<file path="src/rtl/score_combo_tracker.sv">
// Per-channel hit/miss scoring with a combo multiplier, plus a framed valid/ready
// byte snapshot of all scores: header 0xA5, score bytes, XOR checksum of the score bytes.
module score_combo_tracker #(
  parameter int NUM_CH     = 2,
  parameter int SCORE_W    = 8,
  parameter int COMBO_W    = 6,
  parameter int BONUS_STEP = 8,
  parameter int MAX_MULT   = 4
) (
  input  logic                        clk,
  input  logic                        rst,
  input  logic                        clr,
  input  logic [NUM_CH-1:0]           hit,
  input  logic [NUM_CH-1:0]           miss,
  output logic [NUM_CH*SCORE_W-1:0]   score_flat,
  output logic [NUM_CH*COMBO_W-1:0]   combo_flat,
  input  logic                        snap_req,
  output logic                        busy,
  output logic [7:0]                  tx_data,
  output logic                        tx_valid,
  input  logic                        tx_ready
);

  localparam int B     = (SCORE_W + 7) / 8;
  localparam int NB    = NUM_CH * B;
  localparam int IDX_W = (NB > 1) ? $clog2(NB) : 1;
  localparam logic [31:0] SCORE_MAX = (32'd1 << SCORE_W) - 32'd1;
  localparam logic [31:0] COMBO_MAX = (32'd1 << COMBO_W) - 32'd1;

  typedef enum logic [1:0] {
    IDLE = 2'd0,
    HDR  = 2'd1,
    DATA = 2'd2,
    CSUM = 2'd3
  } state_t;

  state_t              state_r;
  logic [NUM_CH-1:0]   prev_hit_r;
  logic [NUM_CH-1:0]   prev_miss_r;
  logic [NUM_CH-1:0]   hit_edge_s;
  logic [NUM_CH-1:0]   miss_edge_s;
  logic [SCORE_W-1:0]  score_r      [NUM_CH];
  logic [COMBO_W-1:0]  combo_r      [NUM_CH];
  logic [SCORE_W-1:0]  score_next_s [NUM_CH];
  logic [COMBO_W-1:0]  combo_next_s [NUM_CH];
  logic [SCORE_W-1:0]  shadow_r     [NUM_CH];
  logic [NB*8-1:0]     shadow_pad_s;
  logic [7:0]          snap_bytes_s [NB];
  logic [7:0]          csum_r;
  logic [IDX_W-1:0]    idx_r;
  logic                last_byte_s;
  logic [7:0]          next_byte_s;

  // Points for a hit, taken from the combo count before this hit's increment.
  function automatic logic [31:0] hit_points(input logic [COMBO_W-1:0] combo);
    logic [31:0] p;
    p = 32'd1 + (32'(combo) / 32'(BONUS_STEP));
    if (p > 32'(MAX_MULT)) begin
      hit_points = 32'(MAX_MULT);
    end else begin
      hit_points = p;
    end
  endfunction

  assign hit_edge_s  = hit & ~prev_hit_r;
  assign miss_edge_s = miss & ~prev_miss_r;

  // Saturating next score/combo for a hit on each channel.
  always_comb begin
    for (int i = 0; i < NUM_CH; i++) begin
      if ((32'(score_r[i]) + hit_points(combo_r[i])) > SCORE_MAX) begin
        score_next_s[i] = SCORE_MAX[SCORE_W-1:0];
      end else begin
        score_next_s[i] = score_r[i] + SCORE_W'(hit_points(combo_r[i]));
      end
      if (32'(combo_r[i]) == COMBO_MAX) begin
        combo_next_s[i] = combo_r[i];
      end else begin
        combo_next_s[i] = combo_r[i] + COMBO_W'(1'b1);
      end
    end
  end

  // Flatten per-channel registers onto the output buses.
  always_comb begin
    score_flat = '0;
    combo_flat = '0;
    for (int i = 0; i < NUM_CH; i++) begin
      score_flat[i*SCORE_W +: SCORE_W] = score_r[i];
      combo_flat[i*COMBO_W +: COMBO_W] = combo_r[i];
    end
  end

  // Zero-padded byte view of the shadowed scores, channel 0 / LSB byte first.
  always_comb begin
    shadow_pad_s = '0;
    for (int i = 0; i < NUM_CH; i++) begin
      shadow_pad_s[i*B*8 +: SCORE_W] = shadow_r[i];
    end
    for (int k = 0; k < NB; k++) begin
      snap_bytes_s[k] = shadow_pad_s[k*8 +: 8];
    end
  end

  assign last_byte_s = (idx_r == IDX_W'(NB - 1));
  assign next_byte_s = last_byte_s ? 8'h00 : snap_bytes_s[idx_r + IDX_W'(1'b1)];

  // Edge tracking and score/combo update; clr beats miss, miss beats hit.
  always_ff @(posedge clk or negedge rst) begin
    if (!rst) begin
      prev_hit_r  <= '0;
      prev_miss_r <= '0;
      for (int i = 0; i < NUM_CH; i++) begin
        score_r[i] <= '0;
        combo_r[i] <= '0;
      end
    end else begin
      prev_hit_r  <= hit;
      prev_miss_r <= miss;
      for (int i = 0; i < NUM_CH; i++) begin
        if (clr) begin
          score_r[i] <= '0;
          combo_r[i] <= '0;
        end else if (miss_edge_s[i]) begin
          combo_r[i] <= '0;
        end else if (hit_edge_s[i]) begin
          score_r[i] <= score_next_s[i];
          combo_r[i] <= combo_next_s[i];
        end
      end
    end
  end

  // Snapshot framer; tx_data/tx_valid only move on a completed transfer.
  always_ff @(posedge clk or negedge rst) begin
    if (!rst) begin
      state_r  <= IDLE;
      busy     <= 1'b0;
      tx_valid <= 1'b0;
      tx_data  <= 8'h00;
      csum_r   <= 8'h00;
      idx_r    <= '0;
      for (int i = 0; i < NUM_CH; i++) begin
        shadow_r[i] <= '0;
      end
    end else begin
      case (state_r)
        IDLE: begin
          if (snap_req) begin
            for (int i = 0; i < NUM_CH; i++) begin
              shadow_r[i] <= score_r[i];
            end
            csum_r   <= 8'h00;
            idx_r    <= '0;
            tx_data  <= 8'hA5;
            tx_valid <= 1'b1;
            busy     <= 1'b1;
            state_r  <= HDR;
          end
        end
        HDR: begin
          if (tx_ready) begin
            tx_data <= snap_bytes_s[0];
            idx_r   <= '0;
            state_r <= DATA;
          end
        end
        DATA: begin
          if (tx_ready) begin
            csum_r <= csum_r ^ tx_data;
            if (last_byte_s) begin
              tx_data <= csum_r ^ tx_data;
              state_r <= CSUM;
            end else begin
              tx_data <= next_byte_s;
              idx_r   <= idx_r + IDX_W'(1'b1);
            end
          end
        end
        CSUM: begin
          if (tx_ready) begin
            tx_valid <= 1'b0;
            tx_data  <= 8'h00;
            busy     <= 1'b0;
            state_r  <= IDLE;
          end
        end
        default: begin
          tx_valid <= 1'b0;
          tx_data  <= 8'h00;
          busy     <= 1'b0;
          state_r  <= IDLE;
        end
      endcase
    end
  end

endmodule

</file>
<file path="config.mk">
export PLATFORM = sky130hd
export DESIGN_NAME = score_combo_tracker
export DESIGN_NICKNAME = d
export VERILOG_FILES = /design/src/rtl/score_combo_tracker.sv
export SDC_FILE = /design/constraint.sdc
export NUM_CORES = 1
export LEC_CHECK = 0
export CAP_MARGIN = 20
export CORE_MARGIN = 2
export CORE_UTILIZATION = 45
export DETAILED_ROUTE_END_ITERATION = 10
export DONT_BUFFER_PORTS = 1
export GPL_ROUTABILITY_DRIVEN = 1
export PLACE_DENSITY = 0.58
export SLEW_MARGIN = 20
export SYNTH_ARGS = -nofsm -noshare
export SYNTH_HDL_FRONTEND = slang
export SYNTH_SLANG_ARGS = --single-unit
</file>
<file path="constraint.sdc">
create_clock -name clk -period 2.95 [get_ports clk]
set_input_delay 0.59 -clock clk [delete_from_list [all_inputs] [get_ports clk]]
set_output_delay 0.59 -clock clk [all_outputs]
set_load 0.05 [all_outputs]
</file>
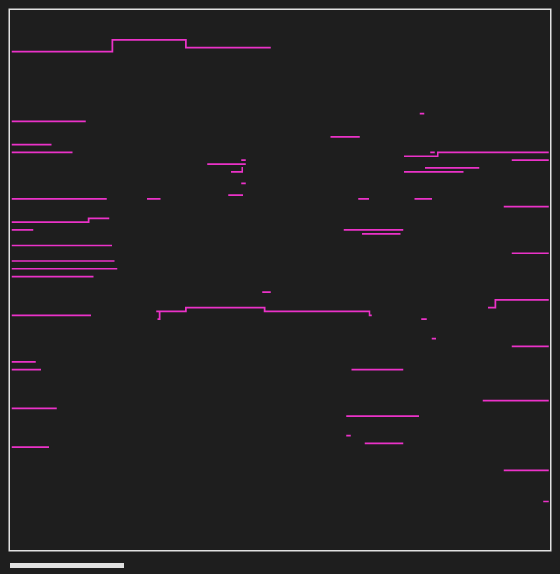
layer_met3.png
Bar = 20 um.
- share of all routed wire: 5.3%
- wire length on this layer: 432 um

==> qor.yml <==
outcome:
  status: "completed"
layout:
  ff_count: 68
  seqCellArea_sq_um: 1702
  buffer_area_share_pct: 2.334
  nonClockBufferCount: 10
  comb_area_share_pct: 46.93
  final-clk-cell-share_pct: 4.914
  syn_to_final_growth_pct: 10.15
  seq_area_share_pct: 41.77
  dominant-cell-class: "logic gates"
  final_cells: 499
  n_all_inverters: 9
  logic_area_sq_um: 1912
  comb.multi_input.count: 291
  filler_cell_count: 777
  clock_buffers: 9
  n_antenna_cell: 0
  fin_nets: 419
  drive_above_1_share_pct: 9.645
setup_path:
  crit_path_start_kind: "register"
  r2r_start: "combo_flat[3]"
  crit_family: "AND-OR/OR-AND gates"
  required_ps: 3200
  cpPeakStageDelay_ps: 430
  crit_path_end_kind: "register"
  crit_type: "register to register"
  cp_max_fo: 7
  slowest_stage: "fa_1"
  cp_cell_sequence: "ha_1, xnor2_1, nor2_1, or2_1, fa_1, nand2b_1, a21oi_4, a41oi_1, a221oi_1"
  path_buffers: 0
  worstPathArrival_ps: 2910
  startpoint: "combo_flat[3]"
logic_synthesis:
  adder_share_pct: 7.510
  most_common_cell: "dfrtp_1"
  simple_gate_share_pct: 17.02
  synth_chip_area_sq_um: 3699
  yosys.stat.seqShare_pct: 46.01
  synth.top_cells.by_area: "dfrtp_1 (46%), ha_1 (6.4%), a21oi_1 (4.1%)"
  top_cell_area_share_pct: 46.01
  yosysCellCount: 381
  ys.warnings.count: 0
  syn_avg_cell_area_sq_um: 9.707
  mux_share_pct: 5.413
  aoi_share_pct: 17.32
  ys_top_logic_family: "AND-OR/OR-AND gates"
  synth_top_cell_by_area: "dfrtp_1"
  postSynthCellCount: 381
  synth.distinct_cells: 53
  ys_top_cells_by_count: "dfrtp_1 (68), nor2_1 (38), nand2_1 (35)"
  ys_ff: 68
  synth-edff-count: 0
  xor_share_pct: 4.026
  async_reset_ff_share_pct: 100.0
  ys.flop_type: "dfrtp_1"
  netlist_area_sq_um: 3699
floorplan:
  core_area_sq_um: 8093
  top_level_ports: 47
  die_h_um: 94.66
  fp.dieW_um: 94.66
  row_count: 33
  fp-utilization_pct: 45.70
  nWellTaps: 105
  chip_area_sq_um: 8961
final_timing:
  setup_viol: 0
  hold_viol: 0
  fmax_mhz: 375.2
  tns_ps: 0
  grt_setup_unrepaired: "no"
  slew_violations: 0
  worstMarginPinSlew_ps: 941.3
  setup_ws_ps: 284.6
  fin_hold_ws_ps: 109.7
  skew_ps: 11.61
  min_period_ps: 2665
  maxSlewHeadroom_pct: 37.25
  finalCritPeriodShare_pct: 90.35
power_and_ir_drop:
  ir_drop_uv: 291.3
  intPower_uw: 1810
  seqPwrFrac_pct: 48.2
  swShare_pct: 40.92
  clkPwrFrac_pct: 25.8
  p_leak_uw: 0.001813
  p_switching_uw: 1254
  powerDensity_nw_per_um2: 752.1
  fin_total_pwr_uw: 3064
  combPwrFrac_pct: 26.0
placed_design:
  portBuffers: 0
  place_hpwl_mm: 5.744
  gp_congestion: 0.7974
  dp.cells: 482
  place_ws_ps: 242.6
cts:
  worstSkewPairLatency_ps: 350
  cts-root-buf: "clkbuf_8"
  clock_sinks: 68
  postCtsSetupRepairBufs: 0
  htree_levels: 3
  cts_made_buffers: 9
  clkTransAtPathRegs_ps: 80
  clockBufferDepth: 2
  cts_tree: "done"
global_routing:
  grt_usage_pct: 19.96
  met3_usage_pct: 4.629
  grt_first_pass_wirelength_mm: 14.00
  grt_pass1_vias: 2859
  top_usage_layer: "met2"
  antenna_found_initial: 0
  grt_util_met2_pct: 31.44
  grtUsageMet1_pct: 26.52
  grt_max_degree: 69
  grt_overflow: 0
route:
  drt-pass1-iter-count: 4
  routedWlPerCell_um: 16.49
  viasPerCell: 5.663
  drc: 0
  vias: 2826
  drt-initial-drc-count: 93
  antenna_left: 0
  drt-total-wl_mm: 8.230
hold_path:
  hold_path.class: "input pin to asynchronous set/reset pin"
flow_run:
  drv_cap: 0
  tool_warnings: 32
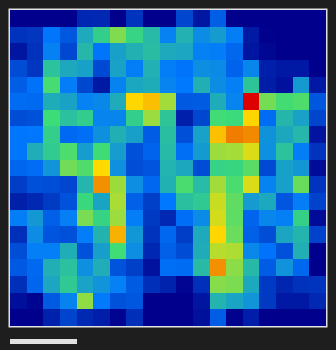
metal_density.png
Bar = 20 um. The die is cut into 19 by 19 equal tiles; dark blue is low, red is high, scaled to the fullest tile. Values are wire area over tile area, all layers added.
- densest ninth of the die: east
- emptiest ninth of the die: north-east
- mean over tiles: 0.15
- tiles over half the peak: 14%
- nearly empty tiles: 11%

==> routing by layer <==
metal | up-vias | share of wire (%) | routed length (um)
li1 | 1398 | - | -
met4 | 0 | 2.3 | 187
met1 | 1344 | 46 | 3825
met2 | 69 | 46 | 3785
met5 | - | 0 | 0
met3 | 15 | 5.2 | 431
==> through the flow <==
stage / utilization (%) / area (sq um)
after floorplan: - / 3702
after global placement: 47.43 / 3839
after detailed placement: 47.43 / 3839
after CTS: 50.25 / 4066
after global routing: 50.34 / 4074
final: 50.34 / 4074
==> power by group through the flow <==
stage	clock network [uW]	logic, uW	registers [uW]
3_3_place_gp	0	761	1490
5_1_grt	848	899	1510
2_1_floorplan	0	673	1400
6_report	789	797	1480
3_5_place_dp	0	773	1500
4_1_cts	807	800	1480
==> worst paths after layout <==
kind / to / slack [ps] / depth (start not counted)
min in group clk: prev_hit_r[1] / 270 / 0
hold / removal: csum_r[7] / 110 / 1
setup reg to reg: score_flat[1] / 280 / 9
hold reg to reg: shadow_pad_s[14] / 500 / 1
setup / recovery: score_flat[1] / 280 / 9
max in group asynchronous: prev_miss_r[0] / 2540 / 1
==> timing repair <==
action                     4_1_cts  5_1_grt
setup endpoints to repair        0        1
hold buffers                     1        0
hold endpoints to repair        68        0
gates resized                    0        1
==> placed cells by master (no fill, tap or decap), types with 5 or more instances in the layout <==
master	count
dfrtp_1	68
nor2_1	38
nand2_1	35
a21oi_1	30
o21ai_1	25
ha_1	19
nor3_1	13
xnor2_1	9
nand3_1	9
nand2b_1	9
mux2_1	9
clkbuf_8	9
buf_4	9
xor2_1	8
inv_1	7
mux2_2	7
o21ai_0	6
a211oi_1	6
a31oi_1	6
a311oi_1	5
nand3b_1	5
a221oi_1	5
Power and IR drop assume default switching activity.
